### Sequential cells grouped by signal name

Bar = 20 um. Other sequential cells in the stronger grey, the rest of the logic in the fainter grey.
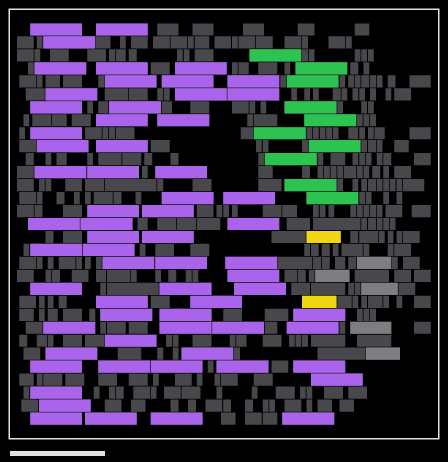
### Routing congestion

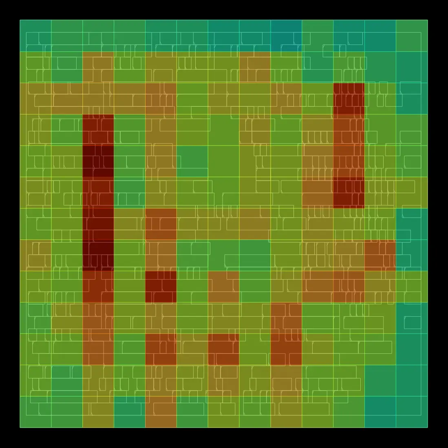
### Routed metal, one colour a layer

Bar = 20 um. Only two layers are drawn.
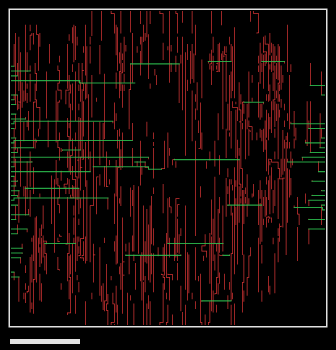
===== config.mk =====
export PLATFORM = sky130hd
export DESIGN_NAME = alu_wb_buffer_flat
export DESIGN_NICKNAME = d
export VERILOG_FILES = /design/src/rtl/simple_processor_pkg.sv /design/src/rtl/alu_wb_buffer_if.sv /design/src/rtl/alu_wb_buffer.sv /design/src/flat_wrapper.sv
export SDC_FILE = /design/constraint.sdc
export NUM_CORES = 1
export LEC_CHECK = 0
export ABC_AREA = 1
export ABC_CLOCK_PERIOD_IN_PS = 2250
export CAP_MARGIN = 25
export CORE_UTILIZATION = 50
export CTS_CLUSTER_DIAMETER = 40
export DETAILED_ROUTE_END_ITERATION = 8
export GPL_TIMING_DRIVEN = 0
export PLACE_DENSITY = 0.8
export REMOVE_ABC_BUFFERS = 1
export SLEW_MARGIN = 20
export SYNTH_ARGS = -nofsm -noshare
export SYNTH_HDL_FRONTEND = slang
export SYNTH_SLANG_ARGS = --single-unit
export TNS_END_PERCENT = 100

===== constraint.sdc =====
create_clock -name clk_i -period 2.25 [get_ports clk_i]
set_input_delay 0.3375 -clock clk_i [delete_from_list [all_inputs] [get_ports clk_i]]
set_output_delay 0.3375 -clock clk_i [all_outputs]
set_load 0.05 [all_outputs]

===== src/rtl/simple_processor_pkg.sv =====
// Shared processor-wide constants used as defaults by pipeline blocks.
package simple_processor_pkg;
  localparam int unsigned DATA_WIDTH = 32;
endpackage


===== src/rtl/alu_wb_buffer_if.sv =====
// ALU-result push port, register-file write port and hazard lookup of alu_wb_buffer.
interface alu_wb_buffer_if #(
  parameter int unsigned DATA_WIDTH = simple_processor_pkg::DATA_WIDTH,
  parameter int unsigned ADDR_WIDTH = 5
);
  logic                  in_valid_i;
  logic                  in_ready_o;
  logic [DATA_WIDTH-1:0] result_i;
  logic [ADDR_WIDTH-1:0] rd_addr_i;
  logic                  wb_en_i;
  logic                  wr_valid_o;
  logic                  wr_ready_i;
  logic [DATA_WIDTH-1:0] wr_data_o;
  logic [ADDR_WIDTH-1:0] wr_addr_o;
  logic                  wr_en_o;
  logic [ADDR_WIDTH-1:0] lookup_addr_i;
  logic                  pending_hit_o;
  logic [1:0]            count_o;

  modport master (
    output in_valid_i, result_i, rd_addr_i, wb_en_i, wr_ready_i, lookup_addr_i,
    input  in_ready_o, wr_valid_o, wr_data_o, wr_addr_o, wr_en_o, pending_hit_o, count_o
  );

  modport slave (
    input  in_valid_i, result_i, rd_addr_i, wb_en_i, wr_ready_i, lookup_addr_i,
    output in_ready_o, wr_valid_o, wr_data_o, wr_addr_o, wr_en_o, pending_hit_o, count_o
  );
endinterface


===== src/rtl/alu_wb_buffer.sv =====
// Two-entry in-order writeback buffer between the ALU and the register-file write port,
// with a hazard lookup over buffered entries.
module alu_wb_buffer #(
  parameter int unsigned DATA_WIDTH = simple_processor_pkg::DATA_WIDTH,
  parameter int unsigned ADDR_WIDTH = 5
) (
  input logic            clk_i,
  input logic            rst_i,
  alu_wb_buffer_if.slave bus
);
  localparam int unsigned DEPTH = 2;
  localparam int unsigned CNT_W = 2;

  logic [DATA_WIDTH-1:0] data_q [DEPTH];
  logic [ADDR_WIDTH-1:0] addr_q [DEPTH];
  logic [DEPTH-1:0]      wben_q;
  logic                  wr_ptr_q;
  logic                  rd_ptr_q;
  logic [CNT_W-1:0]      count_q;

  logic             full_c;
  logic             empty_c;
  logic             push_c;
  logic             pop_c;
  logic             head_wr_c;
  logic [DEPTH-1:0] slot_hit_c;

  // Ready/valid come from registered occupancy only; wr_ready_i never reaches in_ready_o.
  assign full_c  = (count_q == CNT_W'(DEPTH));
  assign empty_c = (count_q == '0);
  assign push_c  = bus.in_valid_i && !full_c && !rst_i;
  assign pop_c   = bus.wr_ready_i && !empty_c && !rst_i;

  // x0 is hardwired zero, so a write to it is swallowed while the entry still pops.
  assign head_wr_c = wben_q[rd_ptr_q] && (addr_q[rd_ptr_q] != '0);

  always_comb begin
    slot_hit_c = '0;
    for (int unsigned i = 0; i < DEPTH; i++) begin
      slot_hit_c[i] = (full_c || (!empty_c && (rd_ptr_q == 1'(i))))
                    && wben_q[i]
                    && (addr_q[1'(i)] == bus.lookup_addr_i)
                    && (bus.lookup_addr_i != '0);
    end
  end

  always_ff @(posedge clk_i) begin
    if (rst_i) begin
      count_q  <= '0;
      wr_ptr_q <= 1'b0;
      rd_ptr_q <= 1'b0;
      wben_q   <= '0;
      for (int unsigned i = 0; i < DEPTH; i++) begin
        data_q[1'(i)] <= '0;
        addr_q[1'(i)] <= '0;
      end
    end else begin
      if (push_c) begin
        data_q[wr_ptr_q] <= bus.result_i;
        addr_q[wr_ptr_q] <= bus.rd_addr_i;
        wben_q[wr_ptr_q] <= bus.wb_en_i;
        wr_ptr_q         <= !wr_ptr_q;
      end
      if (pop_c) begin
        rd_ptr_q <= !rd_ptr_q;
      end
      case ({push_c, pop_c})
        2'b10:   count_q <= count_q + CNT_W'(1);
        2'b01:   count_q <= count_q - CNT_W'(1);
        default: count_q <= count_q;
      endcase
    end
  end

  assign bus.in_ready_o    = !full_c;
  assign bus.wr_valid_o    = !empty_c;
  assign bus.wr_data_o     = data_q[rd_ptr_q];
  assign bus.wr_addr_o     = addr_q[rd_ptr_q];
  assign bus.wr_en_o       = pop_c && head_wr_c;
  assign bus.pending_hit_o = |slot_hit_c;
  assign bus.count_o       = count_q;
endmodule


===== src/flat_wrapper.sv =====
// flat-port wrapper written by rule: the top's interface ports become plain ports
module alu_wb_buffer_flat 
#(
  parameter int unsigned DATA_WIDTH = simple_processor_pkg::DATA_WIDTH,
  parameter int unsigned ADDR_WIDTH = 5
)
  (clk_i, rst_i, bus_in_valid_i, bus_result_i, bus_rd_addr_i, bus_wb_en_i, bus_wr_ready_i, bus_lookup_addr_i, bus_in_ready_o, bus_wr_valid_o, bus_wr_data_o, bus_wr_addr_o, bus_wr_en_o, bus_pending_hit_o, bus_count_o);
  alu_wb_buffer_if #(.DATA_WIDTH(DATA_WIDTH), .ADDR_WIDTH(ADDR_WIDTH)) bus_i ();
  input logic clk_i;
  input logic rst_i;
  input wire logic [$bits(bus_i.in_valid_i)-1:0] bus_in_valid_i;
  input wire logic [$bits(bus_i.result_i)-1:0] bus_result_i;
  input wire logic [$bits(bus_i.rd_addr_i)-1:0] bus_rd_addr_i;
  input wire logic [$bits(bus_i.wb_en_i)-1:0] bus_wb_en_i;
  input wire logic [$bits(bus_i.wr_ready_i)-1:0] bus_wr_ready_i;
  input wire logic [$bits(bus_i.lookup_addr_i)-1:0] bus_lookup_addr_i;
  output wire logic [$bits(bus_i.in_ready_o)-1:0] bus_in_ready_o;
  output wire logic [$bits(bus_i.wr_valid_o)-1:0] bus_wr_valid_o;
  output wire logic [$bits(bus_i.wr_data_o)-1:0] bus_wr_data_o;
  output wire logic [$bits(bus_i.wr_addr_o)-1:0] bus_wr_addr_o;
  output wire logic [$bits(bus_i.wr_en_o)-1:0] bus_wr_en_o;
  output wire logic [$bits(bus_i.pending_hit_o)-1:0] bus_pending_hit_o;
  output wire logic [$bits(bus_i.count_o)-1:0] bus_count_o;
  assign bus_i.in_valid_i = bus_in_valid_i;
  assign bus_i.result_i = bus_result_i;
  assign bus_i.rd_addr_i = bus_rd_addr_i;
  assign bus_i.wb_en_i = bus_wb_en_i;
  assign bus_i.wr_ready_i = bus_wr_ready_i;
  assign bus_i.lookup_addr_i = bus_lookup_addr_i;
  assign bus_in_ready_o = bus_i.in_ready_o;
  assign bus_wr_valid_o = bus_i.wr_valid_o;
  assign bus_wr_data_o = bus_i.wr_data_o;
  assign bus_wr_addr_o = bus_i.wr_addr_o;
  assign bus_wr_en_o = bus_i.wr_en_o;
  assign bus_pending_hit_o = bus_i.pending_hit_o;
  assign bus_count_o = bus_i.count_o;
  alu_wb_buffer #(.DATA_WIDTH(DATA_WIDTH), .ADDR_WIDTH(ADDR_WIDTH)) u_core (.clk_i(clk_i), .rst_i(rst_i), .bus(bus_i));
endmodule

==> results_dict.tcl <==
# place-and-route summary
set metrics [dict create \
    synth_cell_types 21 \
    cpLargestDelayFamily "buffers and inverters" \
    cp-start-kind "register" \
    die-area_mm2 0.00806 \
    whs_path_depth 2 \
    areaGrowthSynthToFinish_pct 30.9 \
    reg2reg_setup_slack_ns 0.59 \
    clk_latency_ns 0.34 \
    setup_viol 0 \
    first_pass_iters 4 \
    pg_seq_mw 1.81 \
    routed.top_layer "met4" \
    cts_buffer_depth 2 \
    yosysChipArea_mm2 0.00385 \
    min_from "u_core.wben_q[1]$_SDFFE_PP0P_" \
    ys_seq_share_pct 61.3 \
    whs_ns 0.490 \
    slew_headroom_pct 65.4 \
    top_logic_kind "simple AND/OR/NAND/NOR gates" \
    grt_pass1_vias 2770 \
    switching_share_pct 31.3 \
    status "complete, no violations" \
    tightestPinTransition_ns 0.522 \
    floorplan.core_util_pct 52.5 \
    antenna_found_initial 0 \
    core_area_mm2 0.00733 \
    synthesis.area_mm2 0.00385 \
    htree_levels 3 \
    simple_gate_area_share_pct 18.1 \
    syn_inst 351 \
    hold_end "u_core.wben_q[1]$_SDFFE_PP0P_" \
    critPathBufInv 2 \
    routabilityCongestion 0.856 \
    cp_data_required_time_ns 1.91 \
    top_regs "u_core.data_q (64), u_core.addr_q (10)" \
    pwr-share-clk_pct 28.8 \
    maxPowerGroup "registers" \
    largest_reg_flops 64 \
    warnings 25 \
    finalSetupTns_ns 0 \
    clock.fmax_ghz 0.461 \
    fin_crit_sh_pct 96.4 \
    grt_pass1_wl_um 12700 \
    cts.sinks 81 \
    pwr-share-comb_pct 25.4 \
    hpwl_um 5100 \
    ys_cells 351 \
    rsz0062_at_grt "no" \
    finalWirelength_um 7600 \
    drcViolationCount 0 \
    p_comb_mw 1.00 \
    ys_sh_aoi_pct 1.49 \
    placementRows 31 \
    crit_chain "buf_12 > mux2_2 > dlygate4sd2_1" \
    root_buffer "clkbuf_8" \
    die_height_um 89.8 \
    maxSlewViolCount 0 \
    arrival_ns 1.83 \
    cts_buffers 9 \
    mux_share_pct 9.36 \
    layout-drive-gt1-share_pct 22.4 \
    vdd_drop_max_uv 491 \
    top_level_ports 90 \
    path_depth 3 \
    slowest_delay_ns 0.48 \
    synth-seq-cells 81 \
    crit_path_end_kind "primary output" \
    cts_setup_buffers 0 \
    met2WireLength_um 4030 \
    route.met3.wl_um 487 \
    cp_slowest_cell "dfxtp_4" \
    overflow 0 \
    nNetsFinal 490 \
]
## Picture notes: 'Sequential cells grouped by signal name'
Green is `u_core.addr_q`, flops 10. Yellow is `u_core.wben_q`, flops 2. Purple is `u_core.data_q`, flops 64.
Another 5 sequential cells are not coloured.
total area of sequential cells: 0.00237 mm^2
Final Core Density: 68.8%

## Picture notes: 'Routing congestion'
met3 usage: 5.16%
DR WL/cell: 13.9 um
total track usage: 20.2%

## Picture notes: 'Routed metal, one colour a layer'
Green is met3, wire length 488 um. Red is met2, wire length 4030 um.

==> through the flow <==
| step | cells | worst slack, ns | power, mW | util (%) | cell area, um^2 |
|---|---|---|---|---|---|
| final | 545 | 0.0818 | 3.96 | 68.8 | 5040 |
| after global routing | 545 | 0.00124 | 4.11 | 68.8 | 5040 |
| after CTS | 545 | 0.000539 | 3.99 | 69.0 | 5060 |
| after detailed placement | 530 | -0.858 | 2.92 | 66.4 | 4870 |
| after global placement | 526 | -1.87 | 2.88 | 65.0 | 4770 |
| after floorplan | 338 | -1.00 | 2.52 | - | 3750 |
==> timing repair <==
| action | CTS | global route |
|---|---|---|
| cloned | 0 | 0 |
| setup endpoints to repair | 97 | 65 |
| resized | 39 | 47 |
| hold endpoints to repair | 0 | 0 |
==> Yosys cell counts <==
master,number,area (um^2)
dfxtp_1,7,140
nor2_4,11,124
a21oi_1,2,10.0
ha_1,1,12.5
nand2_1,42,158
buf_2,8,40.0
nor2_2,10,62.6
o21a_1,1,7.51
nand4_1,2,12.5
mux2_2,32,360
buf_6,4,45.0
o21ai_0,8,40.0
buf_8,1,15.0
nor2_8,1,20.0
nand2_2,3,18.8
xor2_1,3,26.3
nand3_1,6,30.0
inv_1,62,233
nor2_1,72,270
inv_2,1,3.75
edfxtp_1,74,2220
==> worst register-to-register path, cell delays in order, from the launching register on <==
cell     delay (ns)
dfxtp_1        0.32
inv_1          0.13
nor2_4         0.07
nor2_8         0.16
nand2_4        0.23
nand2_8        0.25
buf_16         0.19
==> placed cells by master, fill, tap and decap left out, types with 2 or more instances in the layout <==
| cell | netlist | routed |
|---|---|---|
| edfxtp_1 | 74 | 74 |
| buf_12 | 0 | 2 |
| clkbuf_2 | 0 | 18 |
| nand4_1 | 2 | 2 |
| nand3_1 | 6 | 6 |
| nand2_8 | 0 | 3 |
| o21ai_0 | 8 | 8 |
| bufinv_16 | 0 | 2 |
| nor2_1 | 72 | 72 |
| clkdlybuf4s50_1 | 0 | 50 |
| inv_1 | 62 | 62 |
| clkbuf_8 | 0 | 9 |
| clkinvlp_4 | 0 | 3 |
| nand2_1 | 42 | 40 |
| buf_16 | 0 | 2 |
| nor2_2 | 10 | 10 |
| nor2_4 | 11 | 11 |
| dlygate4sd2_1 | 0 | 14 |
| mux2_2 | 32 | 32 |
| dlymetal6s2s_1 | 0 | 6 |
| a21oi_1 | 2 | 2 |
| dfxtp_1 | 7 | 5 |
| xor2_1 | 3 | 3 |
==> logic make-up (layout without fill, tap and decap cells) <==
group,Yosys count,count (layout)
AND-OR/OR-AND,11,11
XOR/XNOR,3,3
adder cells (fa/ha/maj),1,1
buffers and inverters,76,171
flip-flops,81,81
multiplexers,32,32
AND/OR/NAND/NOR,147,147
==> layout make-up <==
type | instances | area, um^2
inverter | 63 | 236
clock buffer | 9 | 124
sequential | 81 | 2370
tap | 99 | 124
timing repair buffer | 93 | 895
clock inverter | 6 | 91.3
fill | 552 | 2290
multi-input combinational | 194 | 1200
==> layer usage <==
metal / GRT usage, % / vias up
met4: 8.20 / 0
met1: 24.0 / 1222
met2: 35.1 / 84
met5: 0 / -
met3: 5.16 / 2
li1: - / 1295
No activity file was given, so power comes from the tool's default toggle rates.
